==> src/rtl/cpu_step_ctrl.sv <==
// Run/step/halt execution controller for a small CPU: debounced buttons,
// a prescaled execution tick and a PC breakpoint, producing a one-cycle cpu_en.
module cpu_step_ctrl #(
    parameter int DIV_W = 23,
    parameter int DB_W  = 16
) (
    input  logic       clk,
    input  logic       reset,
    input  logic       run_btn,
    input  logic       step_btn,
    input  logic       halt_btn,
    input  logic       bp_en,
    input  logic [3:0] bp_addr,
    input  logic [3:0] pc,
    output logic       cpu_en,
    output logic [1:0] state,
    output logic       at_bp
);

    // state   | meaning
    // S_HALT  | idle, no execution until a press
    // S_RUN   | cpu_en on every tick until halt or breakpoint
    // S_STEP  | one cpu_en on the next tick, then back to HALT or BREAK
    // S_BREAK | stopped on a breakpoint match
    typedef enum logic [1:0] {
        S_HALT  = 2'b00,
        S_RUN   = 2'b01,
        S_STEP  = 2'b10,
        S_BREAK = 2'b11
    } state_t;

    logic [DIV_W-1:0] r_div;
    logic             w_tick;

    logic [2:0]       w_btn;
    logic [2:0]       r_sync1, r_sync2, r_sync_q;
    logic [2:0]       r_lvl, r_lvl_q;
    logic [DB_W-1:0]  r_db_cnt [3];
    logic [2:0]       w_press;
    logic             w_run_p, w_step_p, w_halt_p;

    state_t           r_state;
    logic             r_skip;
    logic             r_from_bp;
    logic             r_cpu_en;

    assign w_tick = &r_div;

    always_ff @(posedge clk or negedge reset) begin
        if (!reset) r_div <= '0;
        else        r_div <= r_div + DIV_W'(1);
    end

    assign w_btn = {halt_btn, step_btn, run_btn};

    // Counter restarts on every change of the synchronized level and
    // saturates; the debounced level follows only once it has saturated.
    always_ff @(posedge clk or negedge reset) begin
        if (!reset) begin
            r_sync1  <= '0;
            r_sync2  <= '0;
            r_sync_q <= '0;
            r_lvl    <= '0;
            r_lvl_q  <= '0;
            for (int i = 0; i < 3; i++) r_db_cnt[i] <= '0;
        end else begin
            r_sync1  <= w_btn;
            r_sync2  <= r_sync1;
            r_sync_q <= r_sync2;
            r_lvl_q  <= r_lvl;
            for (int i = 0; i < 3; i++) begin
                if (r_sync2[i] != r_sync_q[i])  r_db_cnt[i] <= '0;
                else if (r_db_cnt[i] != '1)     r_db_cnt[i] <= r_db_cnt[i] + DB_W'(1);
                else                            r_lvl[i]    <= r_sync2[i];
            end
        end
    end

    assign w_press  = r_lvl & ~r_lvl_q;
    assign w_run_p  = w_press[0];
    assign w_step_p = w_press[1];
    assign w_halt_p = w_press[2];

    always_ff @(posedge clk or negedge reset) begin
        if (!reset) begin
            r_state   <= S_HALT;
            r_skip    <= 1'b0;
            r_from_bp <= 1'b0;
            r_cpu_en  <= 1'b0;
        end else begin
            r_cpu_en <= 1'b0;
            case (r_state)
                S_HALT: begin
                    if (w_halt_p) begin
                        r_state <= S_HALT;
                    end else if (w_step_p) begin
                        r_state   <= S_STEP;
                        r_from_bp <= 1'b0;
                    end else if (w_run_p) begin
                        r_state <= S_RUN;
                        r_skip  <= 1'b0;
                    end
                end
                S_RUN: begin
                    if (w_halt_p) begin
                        r_state <= S_HALT;
                    end else if (w_tick) begin
                        if (bp_en && (pc == bp_addr) && !r_skip) begin
                            r_state <= S_BREAK;
                        end else begin
                            r_cpu_en <= 1'b1;
                            r_skip   <= 1'b0;
                        end
                    end
                end
                S_STEP: begin
                    if (w_halt_p) begin
                        r_state <= S_HALT;
                    end else if (w_tick) begin
                        r_cpu_en <= 1'b1;
                        r_state  <= r_from_bp ? S_BREAK : S_HALT;
                    end
                end
                S_BREAK: begin
                    if (w_halt_p) begin
                        r_state <= S_HALT;
                    end else if (w_step_p) begin
                        r_state   <= S_STEP;
                        r_from_bp <= 1'b1;
                    end else if (w_run_p) begin
                        // Skip lets the breakpointed instruction itself execute.
                        r_state <= S_RUN;
                        r_skip  <= 1'b1;
                    end
                end
                default: r_state <= S_HALT;
            endcase
        end
    end

    assign cpu_en = r_cpu_en;
    assign state  = r_state;
    assign at_bp  = (r_state == S_BREAK);

endmodule
==> config.mk <==
export PLATFORM = sky130hd
export DESIGN_NAME = cpu_step_ctrl
export DESIGN_NICKNAME = d
export VERILOG_FILES = /design/src/rtl/cpu_step_ctrl.sv
export SDC_FILE = /design/constraint.sdc
export NUM_CORES = 1
export LEC_CHECK = 0
export CAP_MARGIN = 20
export CORE_MARGIN = 3
export CORE_UTILIZATION = 35
export CTS_CLUSTER_DIAMETER = 100
export DETAILED_ROUTE_END_ITERATION = 7
export GPL_TIMING_DRIVEN = 0
export HOLD_SLACK_MARGIN = 0.08
export PLACE_DENSITY = 0.56
export SLEW_MARGIN = 25
export SYNTH_ARGS = -nofsm -noshare
export SYNTH_HDL_FRONTEND = slang
export SYNTH_SLANG_ARGS = --single-unit
==> constraint.sdc <==
create_clock -name clk -period 2.1 [get_ports clk]
set_input_delay 0.315 -clock clk [delete_from_list [all_inputs] [get_ports clk]]
set_output_delay 0.315 -clock clk [all_outputs]
set_load 0.02 [all_outputs]
Fig. 1: metal 2
Drawn at 3 px/um. Cells faint in the background.
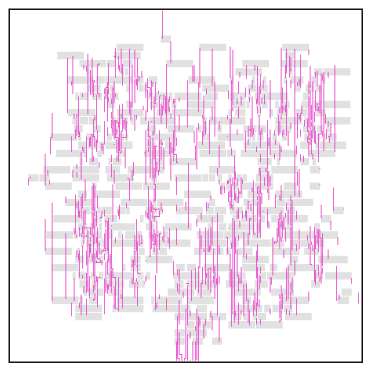
main direction: vertical
longest straight run: 49.0 um
nets with wire on the layer: 388

Fig. 2: routed metal, one colour a layer
Drawn at 3 px/um. Only two layers are drawn.
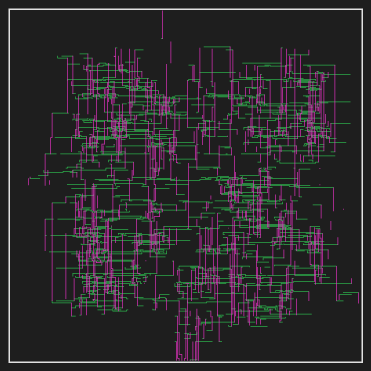
| layer | colour | wire length |
|---|---|---|
| metal 1 | green | 3860 um |
| metal 2 | magenta | 3640 um |

==> impl_metrics.ini <==
; synthesis and place-and-route metrics
[status]
status = completed

[power]
p_leak_nw = 2.19
p_per_area_nw_per_um2 = 697
pg_clk_mw = 1.54
finalPower_mw = 3.55
combPwrFrac = 0.052
p_int_mw = 2.73
power.group.top = sequential cells
power_switching_share = 0.231
switching_power_mw = 0.820
p_comb_mw = 0.185

[cts]
h-tree-depth = 3
clkTransAtPathRegs_ns = 0.06
cts_resized = 2
worstSkewPairLatency_ns = 0.34
postCtsSetupRepairBufs = 0
cts_hold_buf = 1

[layout]
final_nets = 475
final_cell_mix = dfrtp_1, nor2_1, xnor2_1, nand3_1, xor2_1
area_growth_pct = 17.8
final_util = 0.433
lay_top_count = dfrtp_1
stdcell_area_um2 = 5100
final_cells = 621

[synthesis]
xor_area_frac = 0.126
ys_ff = 91
synth_cells = 419
simple_gate_share = 0.218
ys_warn_count = 0
synth_async_sr_flop_share = 1.00
mux_share = 0.0142
avgSynthCellArea_um2 = 10.3
synth.cell_area_um2 = 4330
edf_count = 0
fp_nets = 442
yosys.area_share.aoi = 0.0726
yosysUniqueCellTypes = 44
ys_seq_frac = 0.526

[timing]
slew_violations = 0
fin_hold_ws_ns = 0.351
tightestPinTransition_ns = 0.604
grt_setup_unrepaired = no
finalHoldViolCount = 0
slew_headroom = 0.596
fin_ws_ns = 0.0840
setup_viol = 0
tns_ns = 0
timing.final.crit_period_ns = 2.02

[placement]
postPlaceCellArea_um2 = 4730
gp_congestion = 0.786
post-place-cells = 601
io_buffers = 17
dp_hpwl_um = 5380

[worst_setup_path]
worstRegToRegCells = 7
startpoint_type = flip-flop
r2r-start = r_div[0]
cp-end-kind = output pin
crit_end = at_bp
rrSetupSlack_ns = 0.09
worstSetupPathType = reg2out
crit_required_ns = 1.78

[job]
warnings = 30

[floorplanning]
coreArea_um2 = 11800
fp_util = 0.368
io_pins = 18
die_height_um = 117
die_w_um = 117
rows = 39

[detailed_routing]
route.antenna.remaining_nets = 0
dr_total_vias = 3054
highest_layer = met4
firstDrtPassIters = 4
viasPerCell = 4.92
met2_length_um = 3640
routed-wl-met3_um = 221

[global_route]
grt_max_degree = 67
grt_pass1_wl_um = 14100
grtUsageTotal = 0.128
met3_usage = 0.0303
busiest_layer = met2
antenna_found_initial = 0

[hold_path]
min_path_type = reg2reg
Fig. 3: a small window of the routed layout
Window x 39 to 79, y 39 to 79 um. Cells in grey, sequential cells in the stronger grey; small squares are vias.
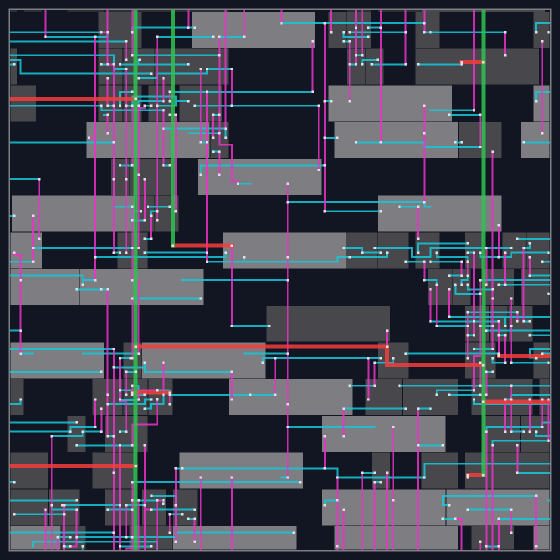
| layer | colour |
|---|---|
| metal 3 | red |
| metal 1 | cyan |
| metal 2 | magenta |
| metal 4 | green |
most frequent: dfrtp_1 (19), nor2_1 (8), o21ai_0 (7)
netlist names of flops here include: `r_db_cnt` (5), `r_div` (3), `r_lvl` (3)
cells with their middle in the window: 80
sequential cells in the window: 19

-- cells in the mapped netlist (all sizes together), types with 2 or more instances --
cell type   n  share of area
nor3       15          0.017
nand3      28          0.032
xor2       28          0.057
a22o        2         0.0041
ha          9          0.026
nand4      16          0.027
a31oi       6         0.0087
nor4        4         0.0093
clkbuf      7         0.0061
and2        4         0.0058
nand2b      2         0.0029
mux2i       5          0.012
or3         4         0.0061
nor2       58          0.050
nor2b       3         0.0043
o21ai      12          0.014
nand2      26          0.023
a211oi      4         0.0081
inv        12          0.010
and3        9          0.013
xnor2      34          0.069
dfrtp      91           0.53
o2111ai     4         0.0081
a21oi      12          0.014
and4        9          0.018
-- worst min-delay path by stage --
stage                     depth (start not counted)        from  slack, ns    endpoint
after floorplan                                   0       reset       0.02      cpu_en
after global placement                            0  r_sync1[1]       0.34  r_sync2[1]
after detailed placement                          1       reset       0.20   r_div[17]
after CTS                                         0  r_sync1[0]       0.35  r_sync2[0]
after global routing                              0  r_sync1[0]       0.36  r_sync2[0]
final                                             0  r_sync1[0]       0.35  r_sync2[0]
-- cell type report --
class                           instances  area, um2
Inverter                               12       45.0
Buffer                                  6       26.3
Timing Repair Buffer                   24        246
Clock buffer                           11        253
Sequential cell                        91       2280
Fill cell                            1140       6660
Clock inverter                          5       35.0
Multi-Input combinational cell        308       2010
Tap cell                              164        205
-- worst max-delay path: stages, from the launching register on --
cell	delay (ns)
dfrtp_1	0.44
ha_1	0.28
clkdlybuf4s50_1	0.64
-- sequential cells by signal (all words and copies together), names as in the netlist --
register   count
r_skip         1
r_sync1        3
r_div         23
r_lvl_q        3
r_from_bp      1
r_lvl          3
r_sync2        3
state          2
cpu_en         1
r_db_cnt      48
r_sync_q       3
